===== src/rtl/latency_var.sv =====
// Multi-channel delay line with runtime-selectable latency, valid tracking and stall.
// Optional macro LATENCY_ZERO_EN allows latency 0 (combinational bypass of d to q).
module latency_var #(
  parameter  int MAX_LAT = 16,
  parameter  int DSIZE   = 8,
  parameter  int CH      = 3,
  parameter  int DEF_LAT = 2,
  localparam int LW      = $clog2(MAX_LAT + 1)
) (
  input  logic                clk,
  input  logic                rst,
  input  logic                en,
  input  logic [LW-1:0]       lat_sel,
  input  logic                lat_load,
  input  logic [CH*DSIZE-1:0] d,
  input  logic                d_vld,
  output logic [CH*DSIZE-1:0] q,
  output logic                q_vld,
  output logic [LW-1:0]       cur_lat
);

  localparam int DW = CH * DSIZE;

  logic [DW-1:0] r_s [MAX_LAT];
  logic          r_v [MAX_LAT];
  logic [LW-1:0] r_cur;

  function automatic logic [LW-1:0] f_clamp(input logic [LW-1:0] x);
    if (x > LW'(MAX_LAT)) return LW'(MAX_LAT);
`ifndef LATENCY_ZERO_EN
    if (x == '0) return LW'(1);
`endif
    return x;
  endfunction

  always_ff @(posedge clk) begin
    if (rst) begin
      for (int unsigned i = 0; i < MAX_LAT; i++) begin
        r_s[i] <= '0;
        r_v[i] <= 1'b0;
      end
      r_cur <= LW'(DEF_LAT);
    end else begin
      if (en) begin
        r_s[0] <= d;
        r_v[0] <= d_vld;
        for (int unsigned i = 1; i < MAX_LAT; i++) begin
          r_s[i] <= r_s[i-1];
          r_v[i] <= r_v[i-1];
        end
      end
      // Flush overrides the shift on valid bits only; a sample captured on the load edge survives.
      if (lat_load) begin
        r_cur <= f_clamp(lat_sel);
        for (int unsigned i = 1; i < MAX_LAT; i++) r_v[i] <= 1'b0;
        if (!en) r_v[0] <= 1'b0;
      end
    end
  end

  always_comb begin
    q     = '0;
    q_vld = 1'b0;
    for (int unsigned i = 0; i < MAX_LAT; i++) begin
      if (r_cur == LW'(i + 1)) begin
        q     = r_s[i];
        q_vld = r_v[i];
      end
    end
`ifdef LATENCY_ZERO_EN
    if (r_cur == '0) begin
      q     = d;
      q_vld = d_vld & en;
    end
`endif
  end

  assign cur_lat = r_cur;

endmodule

===== config.mk =====
export PLATFORM = sky130hd
export DESIGN_NAME = latency_var
export DESIGN_NICKNAME = d
export VERILOG_FILES = /design/src/rtl/latency_var.sv
export SDC_FILE = /design/constraint.sdc
export NUM_CORES = 1
export LEC_CHECK = 0
export CAP_MARGIN = 5
export CORE_AREA = 5 5 216 155
export CTS_BUF_LIST = sky130_fd_sc_hd__clkbuf_16
export DETAILED_ROUTE_END_ITERATION = 8
export DIE_AREA = 0 0 221 160
export PLACE_DENSITY_LB_ADDON = 0.1
export SYNTH_ARGS = -nofsm -noshare
export SYNTH_HDL_FRONTEND = slang
export SYNTH_SLANG_ARGS = --single-unit
export TNS_END_PERCENT = 20

===== constraint.sdc =====
create_clock -name clk -period 8.7 [get_ports clk]
set_input_delay 1.305 -clock clk [delete_from_list [all_inputs] [get_ports clk]]
set_output_delay 1.305 -clock clk [all_outputs]
set_load 0.05 [all_outputs]

Fig. 1: run 1, the metal 1 layer
Bar = 50 um.
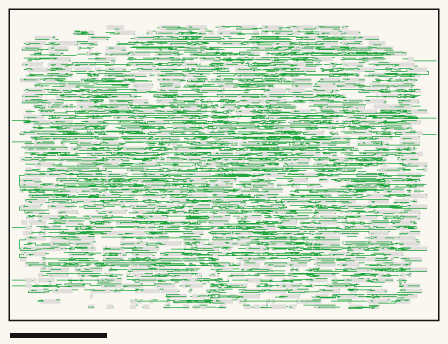
wire length on this layer: 19500 um
share of all routed wire: 43%
main direction: horizontal
vias: 12055
met1 Use GR: 0.373

Fig. 2: run 1, the metal 2 layer
Bar = 50 um.
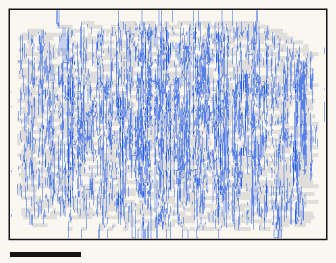
main direction: vertical
nets with wire on the layer: 1308
longest straight run: 90.8 um
routing usage on met2: 0.374
final wirelength: 45600 um

Fig. 3: run 1, signal wires on met3
Bar = 50 um.
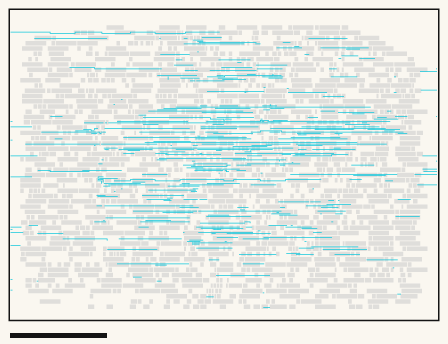
longest straight run: 110 um
share of all routed wire: 9.9%
main direction: horizontal
Global Route met3 Usage: 0.0607

==> out/results.ini, run 1 <==
[run_status]
status = complete, no violations

[synthesis]
synth-seq-cells = 405
ys_cells = 1437
synthAoiAreaFrac = 0.102
yosys.area_share.simple = 0.183
ys_warn_count = 0
syn_inst = 1437
postSynthSeqShare = 0.644
syn_area_um2 = 18700
async_flop_share = 0
synth.cellmix.adderShare = 0

[worst_setup_path]
cp.buffers_inverters = 3
r2r_cells = 3
critPathTopFamily = buffers and inverters
critPathLaunch = cur_lat[1]
crit_top_cell = buf_4
cp-start-kind = flip-flop
end_kind = output port
critPathMaxStageDelay_ns = 0.87
cp-endpoint = q[20]
rr_endpoint = cur_lat[1]

[hold_path]
hold_path.startpoint = r_v[1][7]
hold_path_class = flip-flop to flip-flop
hold_path_depth = 2

[global_route]
grt_max_degree = 141
busiest_layer = met2
grtUsageTotal = 0.254
grt_pass1_wl_um = 70500
grt_overflow = 0
grt_pass1_vias = 11705

[drt]
met3_length_um = 4500
routedWlPerCell_um = 24.0
avgViaCountPerCell = 6.34
first_pass_iters = 6
wl_met1_um = 19500
drtAntennaViolNets = 0

[cts]
clkLatencyLatePin_ns = 0.54
numCtsBuffers = 40
clockBufferDepth = 3
cts_setup_buffers = 0
cts_hold_buf = 0

[finish]
most-common-layout-cells = edfxtp_1 (392), and2_1 (243), nor2b_1 (155), nor2_1 (70), clkdlybuf4s50_1 (62)
clock_area_frac = 0.0571
largest_reg_flops = 384
mi_logic_area_um2 = 6110
layout.nets = 1486
fillCellCount = 2346
regArea_um2 = 12000
dominant_cells = flip-flops and latches
n_all_buffers = 86
largest_register = r_s
comb_area_share = 0.295
fin_util = 0.669
inverters_excl_clock = 8
seq_share = 0.581

[power_and_ir_drop]
p_int_w = 0.00331
p_seq_frac = 0.539
total_power_w = 0.00438
p_leak_nw = 7.63
p_seq_w = 0.00236
p_per_area_nw_per_um2 = 211
power_switching_w = 0.00107
clk-power_w = 0.00161
p_comb_frac = 0.092
maxPowerGroup = sequential cells

[place]
post_dp_cell_area_um2 = 19500
port_buffers = 63
gp_congestion = 0.904

[floorplanning]
die_x_um = 221
die_h_um = 160
die_area_um2 = 35400
num_rows = 54
fp_util = 0.604

[timing]
rsz0062_at_grt = false
fmax_mhz = 164
whs_ns = 0.505
relSlewSlack = 0.285
slew_viol_final = 0

==> run 1 -> run 2 <==
CORE_AREA = 5 5 225 161   (was 5 5 216 155)
DIE_AREA = 0 0 230 166   (was 0 0 221 160)
clock period = 5.6 ns   (was 8.7 ns; I/O delays follow)
==> out/results.ini, run 2 <==
[run_status]
status = complete, no violations

[power_and_ir_drop]
maxPowerGroup = sequential cells
total_power_w = 0.00689  ; +57%
p_leak_nw = 7.83  ; +2.6%
p_seq_w = 0.00368  ; +56%
p_int_w = 0.00521  ; +57%
p_comb_frac = 0.095  ; +0.003
clk-power_w = 0.00256  ; +59%

[global_route]
grtUsageMet1 = 0.383  ; +0.0102
busiest_layer = met1
grt_pass1_wl_um = 73500  ; +4.4%

[worst_setup_path]
cp.buffers_inverters = 3  ; unchanged
critPathTopFamily = buffers and inverters
rr_endpoint = cur_lat[1]
critPathLaunch = cur_lat[0]
r2r_cells = 3  ; unchanged
cp-endpoint = q[2]
end_kind = output port

[drt]
drtAntennaViolNets = 0  ; unchanged
wl_met1_um = 21700  ; +12%
met3_length_um = 4700  ; +4.4%

[finish]
largest_reg_flops = 384  ; unchanged
layout.nets = 1518  ; +2.2%
seq_share = 0.571  ; -0.00984
fillCellCount = 2655  ; +13%
largest_register = r_s
fin_util = 0.618  ; -0.0513
clock_area_frac = 0.0574  ; +0.000281
mi_logic_area_um2 = 6110  ; unchanged
most-common-layout-cells = edfxtp_1 (392), and2_1 (243), nor2b_1 (155), nor2_1 (70), clkdlybuf4s50_1 (62)
regArea_um2 = 12000  ; unchanged

[floorplanning]
die_h_um = 166  ; +3.8%
fp_util = 0.548  ; -0.0557
die_x_um = 230  ; +4.1%
num_rows = 57  ; +5.6%
die_area_um2 = 38200  ; +8.0%

[synthesis]
syn_inst = 1437  ; unchanged
synth-seq-cells = 405  ; unchanged
synthAoiAreaFrac = 0.102  ; unchanged
synth.cellmix.adderShare = 0  ; unchanged
syn_area_um2 = 18700  ; unchanged
ys_warn_count = 0  ; unchanged

[timing]
whs_ns = 0.537  ; +0.0318 ns
relSlewSlack = 0.253  ; -0.0319
fmax_mhz = 198

[cts]
clkLatencyLatePin_ns = 0.55  ; about the same
cts_setup_buffers = 0  ; unchanged
cts_hold_buf = 0  ; unchanged

[hold_path]
hold_path.startpoint = r_v[1][5]
hold_path_depth = 2  ; unchanged

[place]
port_buffers = 63  ; unchanged
post_dp_cell_area_um2 = 19900  ; +1.7%

Fig. 4: run 2, the metal 2 layer
Bar = 50 um.
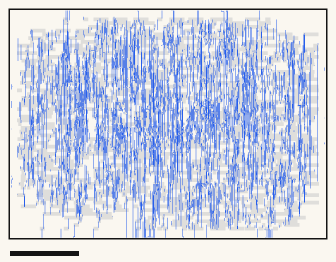
main direction: vertical
nets with wire on the layer: 1325
longest straight run: 98.9 um
share of all routed wire: 43%
wire length on this layer: 20.8 mm
final wirelength: 48700 um
vias: 12097
routing usage on met2: 0.356

